Figure 1. Placement by cell class.
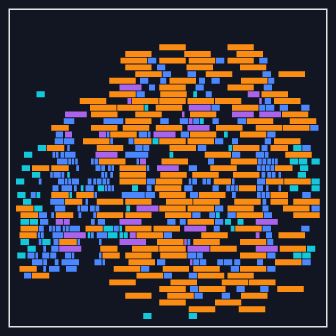
Figure 2. Clock wires, drivers and flops.
The bar under the picture is 50 µm long.
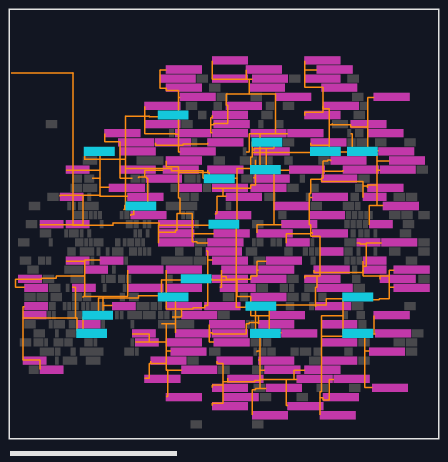
`config.mk`:
```
export PLATFORM = sky130hd
export DESIGN_NAME = sync_fifo_param
export DESIGN_NICKNAME = d
export VERILOG_FILES = /design/src/rtl/sync_fifo_param.sv
export SDC_FILE = /design/constraint.sdc
export NUM_CORES = 1
export LEC_CHECK = 0
export CAP_MARGIN = 10
export CORE_MARGIN = 2
export CORE_UTILIZATION = 40
export CTS_CLUSTER_DIAMETER = 100
export DETAILED_ROUTE_END_ITERATION = 7
export GPL_TIMING_DRIVEN = 0
export PLACE_DENSITY = 0.66
export SYNTH_ARGS = -nofsm -noshare
export SYNTH_HDL_FRONTEND = slang
export SYNTH_SLANG_ARGS = --single-unit
```
`constraint.sdc`:
```
create_clock -name clk -period 3.5 [get_ports clk]
set_input_delay 0.875 -clock clk [delete_from_list [all_inputs] [get_ports clk]]
set_output_delay 0.875 -clock clk [all_outputs]
set_load 0.005 [all_outputs]
```
`src/rtl/sync_fifo_param.sv`:
```
`default_nettype none
// ============================================================================
// Module      : sync_fifo_param
// Description : Single-clock FIFO with configurable width and power-of-two
//               depth, a registered read-valid strobe, an occupancy count and
//               almost-full/almost-empty watermarks. Defining the macro
//               FIFO_ERR_FLAGS_EN adds sticky overflow/underflow flags with
//               an err_clr input.
// Revision    : 1.0 - initial release
// ============================================================================
module sync_fifo_param #(
   parameter int DATA_WIDTH = 8,
   parameter int DEPTH      = 16,
   parameter int AF_THRESH  = DEPTH - 2,
   parameter int AE_THRESH  = 2
) (
   input  logic                    clk,
   input  logic                    rst,
   input  logic                    write_en,
   input  logic                    read_en,
   input  logic [DATA_WIDTH-1:0]   data_in,
`ifdef FIFO_ERR_FLAGS_EN
   input  logic                    err_clr,
   output logic                    overflow,
   output logic                    underflow,
`endif
   output logic [DATA_WIDTH-1:0]   data_out,
   output logic                    data_valid,
   output logic                    full,
   output logic                    empty,
   output logic                    almost_full,
   output logic                    almost_empty,
   output logic [$clog2(DEPTH):0]  count
);

   localparam int c_AW = $clog2(DEPTH);
   localparam int c_CW = c_AW + 1;
   localparam logic [c_CW-1:0] c_DEPTH  = c_CW'(DEPTH);
   localparam logic [c_CW-1:0] c_AF_THR = c_CW'(AF_THRESH);
   localparam logic [c_CW-1:0] c_AE_THR = c_CW'(AE_THRESH);

   logic [DATA_WIDTH-1:0] r_mem [DEPTH];
   logic [c_AW-1:0]       r_wr_ptr;
   logic [c_AW-1:0]       r_rd_ptr;
   logic [c_CW-1:0]       r_count;
   logic [DATA_WIDTH-1:0] r_data_out;
   logic                  r_data_valid;
   logic                  r_full;
   logic                  r_empty;
   logic                  r_almost_full;
   logic                  r_almost_empty;

   logic                  w_rd_ok;
   logic                  w_wr_ok;
   logic [c_CW-1:0]       w_count_nxt;

   // A read frees a slot in the same cycle, so a write at full is accepted alongside it.
   assign w_rd_ok     = read_en && !r_empty;
   assign w_wr_ok     = write_en && (!r_full || w_rd_ok);
   assign w_count_nxt = r_count + c_CW'(w_wr_ok) - c_CW'(w_rd_ok);

   always_ff @(posedge clk) begin
      if (w_wr_ok && !rst) begin
         r_mem[r_wr_ptr] <= data_in;
      end
   end

   always_ff @(posedge clk) begin
      if (rst) begin
         r_wr_ptr       <= '0;
         r_rd_ptr       <= '0;
         r_count        <= '0;
         r_data_out     <= '0;
         r_data_valid   <= 1'b0;
         r_full         <= 1'b0;
         r_empty        <= 1'b1;
         r_almost_full  <= 1'b0;
         r_almost_empty <= 1'b1;
      end else begin
         if (w_wr_ok) begin
            r_wr_ptr <= r_wr_ptr + 1'b1;
         end
         if (w_rd_ok) begin
            r_rd_ptr   <= r_rd_ptr + 1'b1;
            r_data_out <= r_mem[r_rd_ptr];
         end
         r_data_valid   <= w_rd_ok;
         r_count        <= w_count_nxt;
         // Flags track the next-state count so they never lag count by a cycle.
         r_full         <= (w_count_nxt == c_DEPTH);
         r_empty        <= (w_count_nxt == '0);
         r_almost_full  <= (w_count_nxt >= c_AF_THR);
         r_almost_empty <= (w_count_nxt <= c_AE_THR);
      end
   end

`ifdef FIFO_ERR_FLAGS_EN
   logic r_overflow;
   logic r_underflow;
   logic w_ovf_evt;
   logic w_unf_evt;

   assign w_ovf_evt = write_en && !w_wr_ok;
   assign w_unf_evt = read_en && r_empty;

   // A new error in the clearing cycle keeps the flag set.
   always_ff @(posedge clk) begin
      if (rst) begin
         r_overflow  <= 1'b0;
         r_underflow <= 1'b0;
      end else begin
         r_overflow  <= (r_overflow && !err_clr) || w_ovf_evt;
         r_underflow <= (r_underflow && !err_clr) || w_unf_evt;
      end
   end

   assign overflow  = r_overflow;
   assign underflow = r_underflow;
`endif

   assign data_out     = r_data_out;
   assign data_valid   = r_data_valid;
   assign full         = r_full;
   assign empty        = r_empty;
   assign almost_full  = r_almost_full;
   assign almost_empty = r_almost_empty;
   assign count        = r_count;

endmodule
`default_nettype wire

```
==> flow_summary.toml <==
# yosys + openroad results
[power]
total_power_uw = 4580
internal_power_uw = 3420
seqPwrFrac_pct = 46.9
p_switching_uw = 1150
combPwrFrac_pct = 16.2
power_leader = "registers"

[yosys]
ys_sh_adder_pct = 2.36
ys_cells = 398
synthCells = 398
synthSimpleGateAreaFrac_pct = 6.60
ys_sh_mux_pct = 11.0
ys.flops = 154
synthXorXnorAreaFrac_pct = 1.43
edf_count = 128
synthAoiAreaFrac_pct = 5.01
syn_area_um2 = 6150
synth.cells.most_frequent = "128 x edfxtp_1, 59 x mux2i_1, 28 x a22oi_1"

[global_routing]
grt_antenna_before_repair = 0
grt_max_degree = 17
use_met1_pct = 21.8
grt_pass1_wl_um = 20400
grtUsageTotal_pct = 17.0
grt_util_met2_pct = 27.7
use_met3_pct = 5.01

[worst_setup_path]
startpoint = "read_en"
criticalPathCategory = "primary input to flip-flop"
cp.arrival_ns = 3.62
crit_family = "adder cells"
crit_required_ns = 3.80
reg2reg_slack_ns = 0.72
path_cells = "clkdlybuf4s50_1, nand2b_1, buf_2, a21oi_4, inv_1, ha_1, inv_1, ha_1, fa_1, a21o_1, a21oi_1, xnor2_1, and4bb_2"
critPathMaxStageDelay_ns = 0.45
r2r.worst_path.cells = 12

[cells_and_area]
nClkBuffers = 22
logic_area_um2 = 1630
seq_area_um2 = 4360
inv_count = 12
largest-register = "r_mem"
seq_area_share_pct = 60.1
layout.cells.non_filler = 651
lay_top_count = "edfxtp_1"
nNetsFinal = 473
seq_cells = 154
n_fill_cell = 1290
design_area_um2 = 7260
area_share_nonclk_buffers_pct = 5.91
diodes = 0
largestClassByArea = "registers"
comb-cell-share_pct = 22.5

[cts]
clk_pin_slew_ns = 0.06
root_buffer = "clkbuf_16"
ctsResizeCount = 0
cts_setup_buffers = 0
clk_path_buf_depth = 2
cts_made_buffers = 17
holdBufCountCts = 0
cts_tree = "done"
cts_sinks = 154

[route]
viasPerCell = 5.27
drtIter0Drc = 290
num_vias = 3430
dr.pass1.iters = 7
wl_met3_um = 820
met2_length_um = 6230
routed_wl_um = 12900
drc = 0

[final_timing]
min_period_ns = 3.32
drv_slew = 0
rsz0062_at_grt = "no"
setup_viol = 0

[place]
dpl-instance-area_um2 = 6700
dpl.hpwl_um = 8770
dp_cells = 619

[die]
core.rowCount = 45
die_height_um = 128
die_w_um = 128
io_pins = 30
fp_util_pct = 40.7
core_um2 = 15100

[outcome]
status = "finished clean"
Back to the opening pictures, Figure 1:
colour	class	cells
purple	clock drivers and dummy loads	32
orange	registers	154
blue	remaining logic cells	224
cyan	remaining buffers and delay cells	53

Back to the opening pictures, Figure 2:
[cyan] clock-net drivers | count: 17
[magenta] flip-flops | count: 154
[orange] clock wires | length: 1680 µm
routed clock nets	18

